<file path="src/rtl/delay_detect.sv">
// delay_detect: finds which of four ref_d taps (0..3 cycles old) dly_d tracks, and holds lock on it.
// Ports: clk/areset_n; ref_d, dly_d byte streams; start pulse; sel, locked, busy, fail, lock_lost status.
// Latency: locked rises MATCH_LEN+1 cycles after the start cycle. No backpressure; all outputs are registered state.
module delay_detect #(
  parameter int unsigned MATCH_LEN = 8,
  parameter int unsigned MISS_LEN  = 2,
  parameter int unsigned TIMEOUT   = 64
) (
  input  logic       clk,
  input  logic       areset_n,
  input  logic [7:0] ref_d,
  input  logic [7:0] dly_d,
  input  logic       start,
  output logic [1:0] sel,
  output logic       locked,
  output logic       busy,
  output logic       fail,
  output logic       lock_lost
);

  typedef enum logic [1:0] {
    ST_IDLE   = 2'd0,
    ST_SEARCH = 2'd1,
    ST_LOCKED = 2'd2,
    ST_FAIL   = 2'd3
  } state_t;

  localparam logic [7:0]  MATCH_V = 8'(MATCH_LEN);
  localparam logic [7:0]  MISS_V  = 8'(MISS_LEN);
  localparam logic [15:0] TMO_V   = 16'(TIMEOUT);

  state_t           state_q, state_d;
  logic [2:0][7:0]  hist_q;         // [0] = ref_d one cycle ago, [2] = three cycles ago
  logic [3:0][7:0]  tap;
  logic [3:0]       hit;
  logic [3:0][7:0]  cnt_q, cnt_d, cnt_nx;
  logic [3:0]       lock_vec;
  logic             lock_any;
  logic [1:0]       lock_k;
  logic [15:0]      tmo_q, tmo_d;
  logic [7:0]       miss_q, miss_d;
  logic [1:0]       sel_q, sel_d;
  logic             lost_q, lost_d;
  logic             enter_search;

  // Tap k is ref_d as it was k cycles ago; tap 0 is the live input.
  assign tap = {hist_q[2], hist_q[1], hist_q[0], ref_d};

  always_comb begin
    for (int k = 0; k < 4; k++) begin
      hit[k] = (dly_d == tap[k]);
    end
  end

  // Candidate run-length counters as they would be after this SEARCH cycle.
  always_comb begin
    for (int k = 0; k < 4; k++) begin
      if (!hit[k]) begin
        cnt_nx[k] = 8'd0;
      end else if (cnt_q[k] == MATCH_V) begin
        cnt_nx[k] = cnt_q[k];
      end else begin
        cnt_nx[k] = cnt_q[k] + 8'd1;
      end
      lock_vec[k] = (cnt_nx[k] == MATCH_V);
    end
  end

  // Lowest locking candidate wins: scanning downward leaves the smallest k.
  always_comb begin
    lock_any = 1'b0;
    lock_k   = 2'd0;
    for (int k = 3; k >= 0; k--) begin
      if (lock_vec[k]) begin
        lock_any = 1'b1;
        lock_k   = 2'(k);
      end
    end
  end

  always_comb begin
    state_d      = state_q;
    cnt_d        = cnt_q;
    tmo_d        = tmo_q;
    miss_d       = miss_q;
    sel_d        = sel_q;
    lost_d       = 1'b0;
    enter_search = 1'b0;

    unique case (state_q)
      ST_IDLE: begin
        if (start) begin
          enter_search = 1'b1;
        end
      end
      ST_SEARCH: begin
        cnt_d = cnt_nx;
        tmo_d = tmo_q + 16'd1;
        // Lock is checked before timeout so a simultaneous pair resolves to LOCKED.
        if (lock_any) begin
          state_d = ST_LOCKED;
          sel_d   = lock_k;
          miss_d  = 8'd0;
        end else if (tmo_d == TMO_V) begin
          state_d = ST_FAIL;
        end
      end
      ST_LOCKED: begin
        miss_d = hit[sel_q] ? 8'd0 : (miss_q + 8'd1);
        if (miss_d == MISS_V) begin
          enter_search = 1'b1;
          lost_d       = 1'b1;
        end
      end
      ST_FAIL: begin
        if (start) begin
          enter_search = 1'b1;
        end
      end
      default: begin
        state_d = ST_IDLE;
      end
    endcase

    // start overrides every other transition and suppresses the lock_lost pulse.
    if (start) begin
      enter_search = 1'b1;
      lost_d       = 1'b0;
    end

    if (enter_search) begin
      state_d = ST_SEARCH;
      cnt_d   = '0;
      tmo_d   = 16'd0;
      miss_d  = 8'd0;
      sel_d   = sel_q;   // sel only moves on entry to LOCKED
    end
  end

  always_ff @(posedge clk or negedge areset_n) begin
    if (!areset_n) begin
      state_q <= ST_IDLE;
      hist_q  <= '0;
      cnt_q   <= '0;
      tmo_q   <= 16'd0;
      miss_q  <= 8'd0;
      sel_q   <= 2'd0;
      lost_q  <= 1'b0;
    end else begin
      state_q <= state_d;
      hist_q  <= {hist_q[1:0], ref_d};
      cnt_q   <= cnt_d;
      tmo_q   <= tmo_d;
      miss_q  <= miss_d;
      sel_q   <= sel_d;
      lost_q  <= lost_d;
    end
  end

  assign sel       = sel_q;
  assign locked    = (state_q == ST_LOCKED);
  assign busy      = (state_q == ST_SEARCH);
  assign fail      = (state_q == ST_FAIL);
  assign lock_lost = lost_q;

endmodule

</file>
<file path="config.mk">
export PLATFORM = sky130hd
export DESIGN_NAME = delay_detect
export DESIGN_NICKNAME = d
export VERILOG_FILES = /design/src/rtl/delay_detect.sv
export SDC_FILE = /design/constraint.sdc
export NUM_CORES = 1
export LEC_CHECK = 0
export CAP_MARGIN = 20
export CORE_MARGIN = 2
export CORE_UTILIZATION = 55
export CTS_BUF_LIST = sky130_fd_sc_hd__clkbuf_8
export CTS_CLUSTER_DIAMETER = 30
export DETAILED_ROUTE_END_ITERATION = 6
export GPL_ROUTABILITY_DRIVEN = 0
export GPL_TIMING_DRIVEN = 0
export PLACE_DENSITY = 0.83
export SLEW_MARGIN = 20
export SYNTH_ARGS = -nofsm -noshare
export SYNTH_HDL_FRONTEND = slang
export SYNTH_SLANG_ARGS = --single-unit
export TNS_END_PERCENT = 1
</file>
<file path="constraint.sdc">
create_clock -name clk -period 3 [get_ports clk]
set_clock_uncertainty 0.15 [all_clocks]
set_input_delay 0.6 -clock clk [delete_from_list [all_inputs] [get_ports clk]]
set_output_delay 0.6 -clock clk [all_outputs]
set_load 0.03 [all_outputs]
</file>
Figure 1. Floorplan with the power grid.
Scale bar: 20 um. Pins as bars on the die edge.
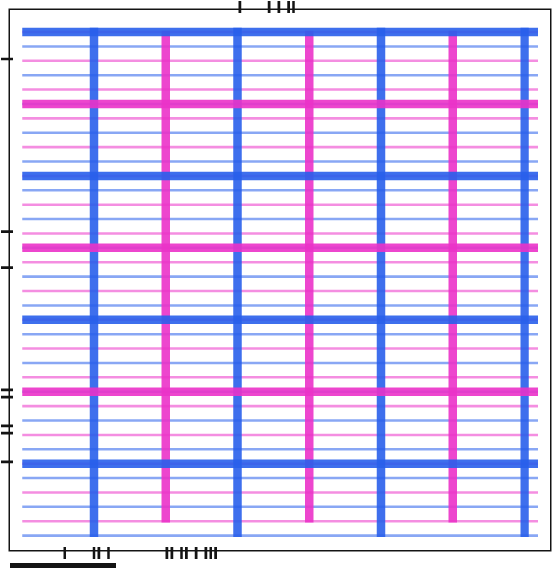
| net | color |
|---|---|
| VDD | magenta |
| VSS | blue |
met4 straps: 7
met5 straps: 7
met1 rails: 36

Figure 2. Placement by cell class.
Scale bar: 20 um.
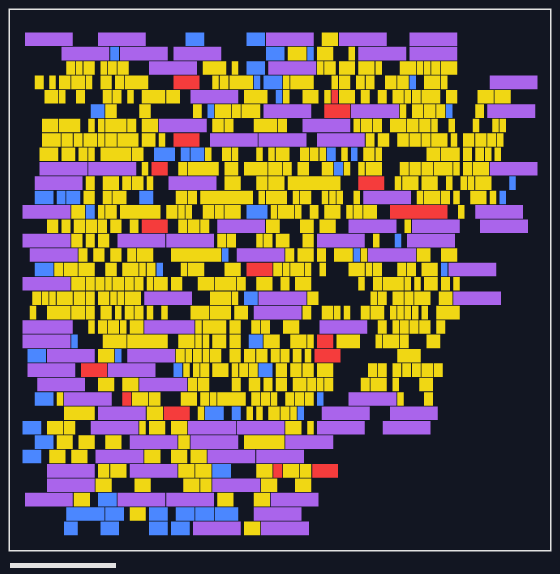
| class | color | cells | share of their area |
|---|---|---|---|
| other buffers and delay cells | blue | 60 | 7.5% |
| flops | purple | 85 | 36% |
| clock drivers and dummy loads | red | 16 | 3.4% |
| combinational and other logic | yellow | 480 | 53% |

Figure 3. Clock network drawn from the DEF.
Scale bar: 20 um.
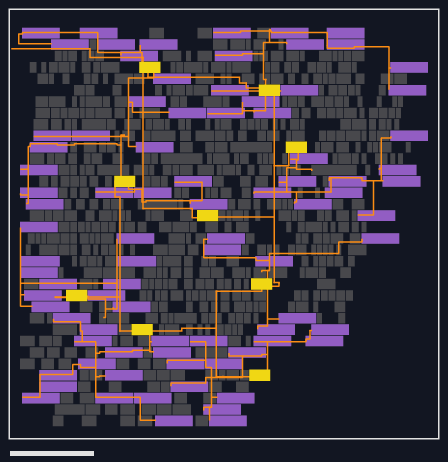
[clock wires] orange | length: 1100 um
[clock drivers] yellow | count: 9
[flip-flops] purple | count: 85
routed clock nets: 10
flops lie: spread over the die

==> changes_impl.md <==
## Flow update

- Reg2Reg Depth: 7
- Worst r2r src: state_q[1]
- Clock buf count: 10
- Status: completed
- Final setup fails: 0
- Switching portion of total power: 24.9%
- Port-buffer cells: 24
- Layout Nets: 668
- FP Util: 57.0%
- Layout non-clock buf frac: 7.34%
- Top cells excl fill/tap: dfrtp_1 (83), nor2_1 (68), nand2_1 (42), a21oi_1 (38), xnor2_1 (36)
- Sequential fraction of total cell area: a little over a third
- Fin crit share: 97.4%
- Flip-flops: 85
- Detail Route Antenna Nets: 0
- Via Count: 4727
- Nature of the critical path endpoint: register
- Most used DFF post-synth: dfrtp_1
- VDD IR max: ~0.35 mV
- Vias per cell: ~6
- Num CTS Buffers: 9
- Total congestion overflow: 0
- Filler cells: just under 800
- Synth Area in XOR/XNOR: 9.43%
- Worst setup SP type: input pin
- Final worst slack: about 0.077 ns
- Synth cell types: 62
- Main logic family after synthesis: simple AND/OR/NAND/NOR gates
- Met3 wire len: 679 um
- CP arrival: 3.04 ns
- Met2 wire length: 6.24 mm
- Max Clk Rate: 0.342 GHz
- DIE HEIGHT: 102 um
- Final core occ: between 60% and 70%
- Yosys warnings: 0
- Max-area cell share: 40.2%
- Tool warnings: 34
- Syn Nets: 626
- Post-CTS setup buffers: 0
Power and IR drop assume default switching activity.
